### The metal 2 layer, run 1

The bar under the picture is 20 microns long.
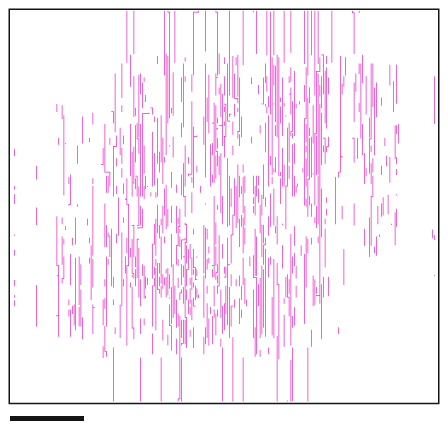
### Wiring by layer, run 1

Only two layers are drawn.
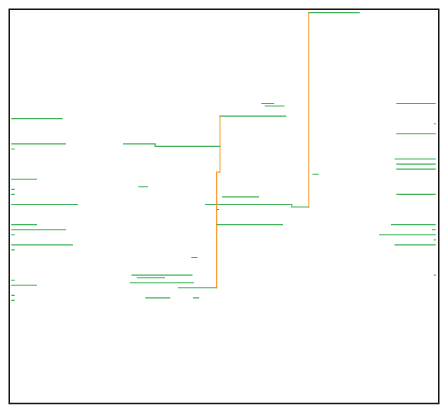
### Port wiring, run 1

The bar under the picture is 20 microns long.
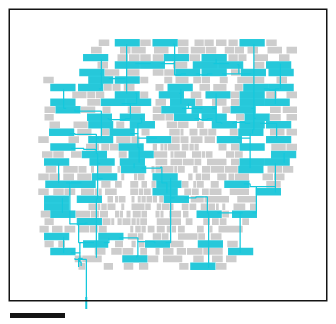
## config.mk

```make
export PLATFORM = sky130hd
export DESIGN_NAME = instr_loader
export DESIGN_NICKNAME = d
export VERILOG_FILES = /design/src/rtl/instr_loader_pkg.sv /design/src/rtl/byte_packer.sv /design/src/rtl/instr_loader.sv
export SDC_FILE = /design/constraint.sdc
export NUM_CORES = 1
export LEC_CHECK = 0
export CORE_ASPECT_RATIO = 0.9
export CORE_MARGIN = 10
export CORE_UTILIZATION = 48
export CTS_CLUSTER_SIZE = 24
export DETAILED_ROUTE_END_ITERATION = 16
export PLACE_DENSITY = 0.73
export SYNTH_ARGS = -nofsm -noshare
export SYNTH_HDL_FRONTEND = slang
export SYNTH_SLANG_ARGS = --single-unit
```

## constraint.sdc

```tcl
create_clock -name clk -period 2 [get_ports clk]
set_input_delay 0.4 -clock clk [delete_from_list [all_inputs] [get_ports clk]]
set_output_delay 0.4 -clock clk [all_outputs]
set_load 0.05 [all_outputs]
```

## src/rtl/instr_loader_pkg.sv

```systemverilog
// rtl/instr_loader_pkg.sv - shared state encoding and word geometry for instr_loader
package instr_loader_pkg;

  typedef enum logic [1:0] {
    ST_IDLE  = 2'd0,
    ST_LOAD  = 2'd1,
    ST_WRITE = 2'd2,
    ST_DONE  = 2'd3
  } state_t;

  localparam int unsigned DEFAULT_DATA_WIDTH = 32;
  localparam int unsigned BYTES_PER_WORD     = DEFAULT_DATA_WIDTH / 8;

  function automatic int unsigned bytes_per_word(input int unsigned data_width);
    return data_width / 8;
  endfunction

endpackage

```

## src/rtl/byte_packer.sv

```systemverilog
// rtl/byte_packer.sv - little-endian byte-to-word assembly register with byte counter
module byte_packer #(
  parameter int unsigned BPW = 4
) (
  input  logic               clk,
  input  logic               rst_n,
  input  logic               clear,
  input  logic               accept,
  input  logic [7:0]         byte_data,
  output logic [8*BPW-1:0]   word,
  output logic               word_complete
);

  localparam int unsigned CNT_W = (BPW > 1) ? $clog2(BPW) : 1;

  logic [CNT_W-1:0]  cnt_q;
  logic [8*BPW-1:0]  word_q;
  logic              last_byte;

  assign last_byte     = (cnt_q == CNT_W'(BPW - 1));
  assign word_complete = accept && last_byte;
  assign word          = word_q;

  always_ff @(posedge clk or negedge rst_n) begin
    if (!rst_n) begin
      cnt_q  <= '0;
      word_q <= '0;
    end else if (clear) begin
      cnt_q  <= '0;
      word_q <= '0;
    end else if (accept) begin
      word_q[cnt_q*8 +: 8] <= byte_data;
      cnt_q                <= last_byte ? '0 : cnt_q + CNT_W'(1);
    end
  end

endmodule

```

## src/rtl/instr_loader.sv

```systemverilog
// rtl/instr_loader.sv - loads a byte stream into word-indexed instruction memory
module instr_loader
  import instr_loader_pkg::*;
#(
  parameter int unsigned DATA_WIDTH    = 32,
  parameter int unsigned ADDRESS_WIDTH = 8,
  parameter int unsigned BASE_ADDR     = 0
) (
  input  logic                     clk,
  input  logic                     rst_n,
  input  logic                     start,
  input  logic [ADDRESS_WIDTH-1:0] num_words,
  input  logic                     abort,
  input  logic                     byte_valid,
  input  logic [7:0]               byte_data,
  output logic                     byte_ready,
  output logic                     we,
  output logic [ADDRESS_WIDTH-1:0] waddr,
  output logic [DATA_WIDTH-1:0]    wdata,
  output logic                     busy,
  output logic                     done
);

  localparam int unsigned BPW = bytes_per_word(DATA_WIDTH);

  state_t                   state_q, state_d;
  logic [ADDRESS_WIDTH-1:0] num_words_q;
  logic [ADDRESS_WIDTH-1:0] word_count_q;
  logic [ADDRESS_WIDTH-1:0] word_count_inc;
  logic [ADDRESS_WIDTH-1:0] word_addr;
  logic [ADDRESS_WIDTH-1:0] waddr_hold_q;
  logic [DATA_WIDTH-1:0]    wdata_hold_q;
  logic [DATA_WIDTH-1:0]    packed_word;
  logic                     word_complete;
  logic                     accept;
  logic                     start_ok;
  logic                     packer_clear;

  assign start_ok       = (state_q == ST_IDLE) && start && !abort;
  assign packer_clear   = start_ok || abort;
  assign accept         = byte_valid && byte_ready;
  assign word_count_inc = word_count_q + ADDRESS_WIDTH'(1);
  assign word_addr      = ADDRESS_WIDTH'(BASE_ADDR) + word_count_q;

  byte_packer #(
    .BPW (BPW)
  ) u_byte_packer (
    .clk           (clk),
    .rst_n         (rst_n),
    .clear         (packer_clear),
    .accept        (accept),
    .byte_data     (byte_data),
    .word          (packed_word),
    .word_complete (word_complete)
  );

  always_ff @(posedge clk or negedge rst_n) begin
    if (!rst_n) begin
      state_q <= ST_IDLE;
    end else begin
      state_q <= state_d;
    end
  end

  always_comb begin
    state_d = state_q;
    case (state_q)
      ST_IDLE:  if (start) state_d = (num_words == '0) ? ST_DONE : ST_LOAD;
      ST_LOAD:  if (word_complete) state_d = ST_WRITE;
      ST_WRITE: state_d = (word_count_inc == num_words_q) ? ST_DONE : ST_LOAD;
      ST_DONE:  state_d = ST_IDLE;
      default:  state_d = ST_IDLE;
    endcase
    if (abort) state_d = ST_IDLE;
  end

  // Write port is live only in WRITE; elsewhere it replays the last written address/data.
  always_comb begin
    byte_ready = (state_q == ST_LOAD) && !abort;
    we         = (state_q == ST_WRITE) && !abort;
    busy       = (state_q == ST_LOAD) || (state_q == ST_WRITE);
    done       = (state_q == ST_DONE);
    waddr      = (state_q == ST_WRITE) ? word_addr : waddr_hold_q;
    wdata      = (state_q == ST_WRITE) ? packed_word : wdata_hold_q;
  end

  always_ff @(posedge clk or negedge rst_n) begin
    if (!rst_n) begin
      num_words_q  <= '0;
      word_count_q <= '0;
      waddr_hold_q <= '0;
      wdata_hold_q <= '0;
    end else begin
      if (abort) begin
        word_count_q <= '0;
      end else if (start_ok) begin
        num_words_q  <= num_words;
        word_count_q <= '0;
      end else if (state_q == ST_WRITE) begin
        word_count_q <= word_count_inc;
      end
      if (state_q == ST_WRITE) begin
        waddr_hold_q <= word_addr;
        wdata_hold_q <= packed_word;
      end
    end
  end

endmodule

```

==> deck_impl_summary.md, run 1 <==
Flow Results at a Glance

Timing
  • Worst-Margin Slew: 419 ps
  • Max_slew headroom: 72.1%
  • Final setup viols: 41
  • Fin crit period: ~2200 ps
  • Slew Limit Fails: 0
  • Setup WS post-layout: -197 ps

Floorplanning
  • Chip area: 0.0122 sq mm
  • IO Count: 65
  • Fp_density: 49.1%
  • Site Rows: 31
  • Die width: 115 microns

Power and ir drop
  • Internal: around 0.0035 W
  • Comb power frac: 37.8%
  • Pwr Total: 0.00536 W
  • Reg power frac: between 30 and 40%
  • Maximum vdd drop: 0.488 mV
  • Clk network pwr share: approximately 22%

Logic synthesis
  • Ys cells: 296
  • YS chip area: 0.00392 sq mm

Critical path
  • R2r setup slk: 0 ps
  • Setup crit end kind: output pin

Clock network
  • CTS tree: yes

Layout
  • Top cell excl fill/tap: dfrtp_1
  • Net count, final: between 400 and 500

Run status
  • Failing checks: setup timing
  • Status: finished, violations left

Global route
  • First-pass GRT wire length: around 15,000 microns

Flow run
  • Max-Cap Viols: 0

Route
  • DR WL met3: 389 microns

Placement
  • Final GP Congestion: 0.868
## Picture notes: 'The metal 2 layer'
longest straight run	53.7 microns
main direction	vertical
share of all routed wire	48%
nets with wire on the layer	373
M2 GR Usage: 23.7%
WL final: 9310 microns
total number of vias: 2,711

## Picture notes: 'Wiring by layer'
layer	color	wire length
met3	green	390 microns
met4	orange	99.5 microns
WL/cell: 18.8 microns
Total Routing Usage GR: 15.0%

## Picture notes: 'Port wiring'
port	color	direction	edge	end cells	buffers	wire
rst_n	cyan	input	bottom	92	3	630 microns

==> run 1: worst max-delay path: cells and delay by family (launching register included) <==
kind                       cells  cell delay, ps
buffers and inverters          3             430
DFF                            1             410
adders and majority gates      1             230
muxes                          1             370
==> run 1: registers in the layout, indices dropped and copies added (netlist names) <==
name and cells:
state_q 2, u_byte_packer.cnt_q 2, wdata_hold_q 32, word_count_q 8, num_words_q 8, waddr_hold_q 8, u_byte_packer.word 32
==> run 1: cell usage after synthesis <==
cell type,instances,share of area (%)
or3_1,2,0.32
inv_1,5,0.48
nand2_1,12,1.1
o21ai_0,4,0.51
a211oi_1,3,0.57
xor2_1,8,1.8
o32ai_1,2,0.45
nor4bb_1,1,0.26
nor2b_4,1,0.35
a21o_1,1,0.19
nor2_1,12,1.1
clkbuf_1,8,0.77
nand4_1,1,0.16
o21ai_1,1,0.13
a22o_1,32,7.1
and3_1,3,0.48
a21oi_1,13,1.7
xnor2_1,6,1.3
o211ai_1,1,0.19
nor3_1,3,0.38
nor2b_1,4,0.64
dfrtp_1,92,59
o21bai_1,1,0.19
nand2b_1,1,0.16
a22oi_1,1,0.19
o22ai_1,1,0.16
nand3_1,5,0.64
buf_2,2,0.26
nand3b_1,1,0.19
nor2_2,1,0.16
buf_1,1,0.096
or4_1,3,0.57
nand2_2,1,0.16
mux2i_1,1,0.26
mux2_2,48,14
ha_1,11,3.5
nor3b_4,1,0.48
or4_4,1,0.29
and2_0,1,0.16
==> run 1: area by class of cell <==
class / instances / area [sq um]
fill: 580 / 2580
multi-input combinational: 188 / 1720
clock buffer: 11 / 151
clock inverter: 5 / 42.5
timing repair buffer: 95 / 1050
inverter: 5 / 21.3
sequential: 92 / 2300
tap: 99 / 124
==> run 1: repair_timing <==
item	4_1_cts	5_1_grt
cloned	1	1
gates resized	55	30
hold buffers	0	0
buffers inserted	4	2
endpoints found under the hold margin	0	0
pin swaps	7	5
setup endpoints to repair	73	66
==> run 1: kinds of logic (layout without fill, tap and decap cells) <==
kind of cell    after synthesis  in the layout  share of synthesized area, %
flops                        92             92                          58.7
compound gates               60             60                          11.4
simple gates                 54             54                          7.68
mux                          49             49                          14.0
buf+inv                      16            116                          1.59
xor+xnor                     14             14                          3.13
fa+ha+maj                    11             11                          3.51
==> run 1: power by group through the flow <==
stage / Sequential [W] / Clock, W / Combinational, W
floorplan: 0.00215 / 0 / 0.00106
global placement: 0.00216 / 0 / 0.00166
detailed placement: 0.00218 / 0 / 0.00169
CTS: 0.00213 / 0.00123 / 0.00188
global route: 0.00216 / 0.00131 / 0.00215
finish: 0.00213 / 0.00120 / 0.00202
==> run 1: through the flow <==
step	cell area, sq um	hold slack [ps]	std cells	util, %	TNS, ps
final	5410	30.8	495	67.7	-6480
after CTS	5250	40.1	492	65.7	-6540
after detailed placement	4800	433	471	60.0	-9330
after global placement	4800	432	471	60.0	-8240
after global routing	5410	45.1	495	67.7	-9530
after floorplan	3930	104	296	-	-2070
==> run 1: per-layer routing <==
layer / global-route usage [%] / vias to the layer above
met5: 0 / -
met4: 4.77 / 0
met3: 3.74 / 7
met2: 23.7 / 61
met1: 19.7 / 1382
li1: - / 1261
## Run 2: what changed since run 1
--- a/config.mk
+++ b/config.mk
@@ -5,12 +5,15 @@
 export SDC_FILE = /design/constraint.sdc
 export NUM_CORES = 1
 export LEC_CHECK = 0
+export CELL_PAD_IN_SITES_DETAIL_PLACEMENT = 2
+export CELL_PAD_IN_SITES_GLOBAL_PLACEMENT = 2
 export CORE_ASPECT_RATIO = 0.9
 export CORE_MARGIN = 10
-export CORE_UTILIZATION = 48
+export CORE_UTILIZATION = 33
 export CTS_CLUSTER_SIZE = 24
 export DETAILED_ROUTE_END_ITERATION = 16
 export PLACE_DENSITY = 0.73
+export SKIP_LAST_GASP = 1
 export SYNTH_ARGS = -nofsm -noshare
 export SYNTH_HDL_FRONTEND = slang
 export SYNTH_SLANG_ARGS = --single-unit
==> deck_impl_summary.md, run 2 <==
Flow Results at a Glance

Clock network
  • CTS tree: yes

Floorplanning
  • Die width: 135 microns (+17%)

Logic synthesis
  • Ys async rst share: 100% (unchanged)
  • Most common library cells after synthesis: dfrtp_1 (92), mux2_2 (48), a22o_1 (32)
  • Top cells by area: dfrtp_1 (59%), mux2_2 (14%), a22o_1 (7.1%), ha_1 (3.5%), xor2_1 (1.8%)
  • Ys cells: 296 (unchanged)

Critical path
  • CP Depth: 6 (+1)
  • Crit path max-delay family: buffers and inverters
  • R2r setup slk: -150 ps (-150 ps)

Layout
  • Logic area: 0.00181 sq mm (+5.3%)
  • Top cell excl fill/tap: dfrtp_1

Timing
  • Final setup viols: 74 (+80%)
  • Fin crit period: 2230 ps (+32.8 ps)
  • Setup WS post-layout: -230 ps (-32.8 ps)

Power and ir drop
  • Maximum vdd drop: 0.650 mV (+33%)
  • Comb power frac: 38.6% (+0.8 points)

Global route
  • First-pass GRT wire length: 19,300 microns (+32%)

Flow run
  • Max-Cap Viols: 0 (unchanged)

Run status
  • Failing checks: setup timing
  • Status: finished, violations left
[run 2: cell count changes in the layout (fill, tap and decap cells not counted), sizes merged]
| cell | previous run | this run |
|---|---|---|
| inv | 7 | 8 |
| buf | 75 | 96 |
| clkinv | 2 | 1 |
| dlygate4sd3 | 0 | 1 |
| bufinv | 0 | 1 |
| clkbuf | 12 | 13 |
[run 2: worst min path at each step]
stage          depth (start not counted)             from  slack [ps]                      to
3_3_place_gp                           1            rst_n         330         waddr_hold_q[4]
3_5_place_dp                           1            rst_n         330         waddr_hold_q[0]
6_report                               2            rst_n         500  u_byte_packer.word[30]
2_1_floorplan                          0            rst_n         100          num_words_q[0]
5_1_grt                                1  wdata_hold_q[7]         520         wdata_hold_q[7]
4_1_cts                                2            rst_n         500  u_byte_packer.cnt_q[1]
[run 2: cell type report]
class                           count  area share [%]
Multi-Input combinational cell    188            30.1
Tap cell                          156            3.25
Inverter                            5           0.354
Sequential cell                    92            38.3
Clock buffer                       10            3.81
Clock inverter                      6            1.19
Timing Repair Buffer              119            23.0
[run 2: worst register-to-register path, stage by stage (launching register included)]
cell and delay (ps):
dfrtp_1 430, buf_4 160, inv_4 50, ha_4 130, nor2b_4 150, nand2_2 80
or4_4 530, nor3b_4 260, buf_6 150, a22o_1 140
[run 2: power groups by stage]
stage	combinational (W)	sequential (W)	clock [W]
after detailed placement	0.00175	0.00217	0
after global placement	0.00170	0.00217	0
after CTS	0.00214	0.00214	0.00180
after floorplan	0.00106	0.00215	0
after global routing	0.00262	0.00218	0.00193
final	0.00249	0.00216	0.00180
[run 2: routing by layer]
layer | up-vias | part of all wire (%) | global-route usage [%] | wire length [microns]
met5 | - | 0 | 0 | 0
met4 | 0 | 1.6 | 5.44 | 231
met3 | 17 | 5.2 | 3.20 | 763
met2 | 72 | 49 | 24.8 | 7210
met1 | 1591 | 44 | 18.9 | 6410
li1 | 1307 | - | - | -
[run 2: cell families (layout without fill, tap and decap cells)]
logic type               Yosys count  count (layout)  synth area share, %
flip-flops                        92              92                 58.7
multiplexers                      49              49                 14.0
AND-OR/OR-AND                     60              60                 11.4
AND/OR/NAND/NOR                   54              54                 7.68
buffers and inverters             16             140                 1.59
adder cells (fa/ha/maj)           11              11                 3.51
XOR/XNOR                          14              14                 3.13
[run 2: through the flow]
| stage | total power [W] | TNS, ps | area, sq um |
|---|---|---|---|
| after global placement | 0.00387 | -8600 | 4930 |
| final | 0.00645 | -10140 | 6010 |
| after detailed placement | 0.00392 | -11240 | 4930 |
| after floorplan | 0.00320 | -2070 | 3930 |
| after global routing | 0.00673 | -14930 | 6010 |
| after CTS | 0.00608 | -8930 | 5670 |
[run 2: timing repair]
item,4_1_cts,5_1_grt
setup buffers,11,10
hold buffers,1,0
endpoints found under the setup margin,65,67
gates resized,79,52
endpoints found under the hold margin,21,0
pin swaps,1,11
gates cloned,2,3
### Wiring by layer, run 2

Only two layers are drawn.
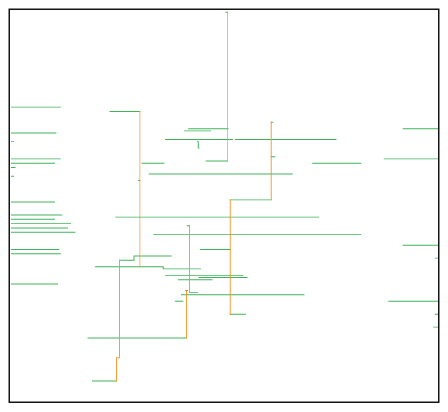
layer	color	wire length
met3	green	764 microns
met4	orange	231 microns
WL/cell: 25.4 microns
total number of vias: 2,987
WL final: 14,600 microns

### Cell placement, run 2

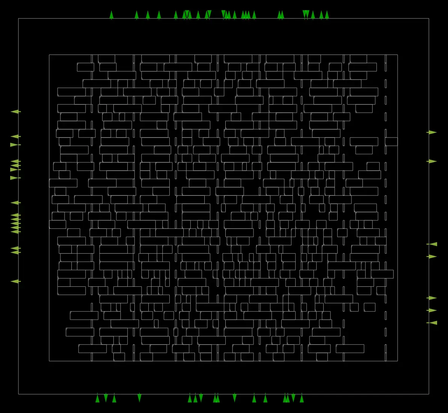
Core ar.: 0.0115 sq mm
Flops: 92
flop share of the area: 38.3%
fill cell count: 1,041

Power is estimated from default activity; no workload was simulated.
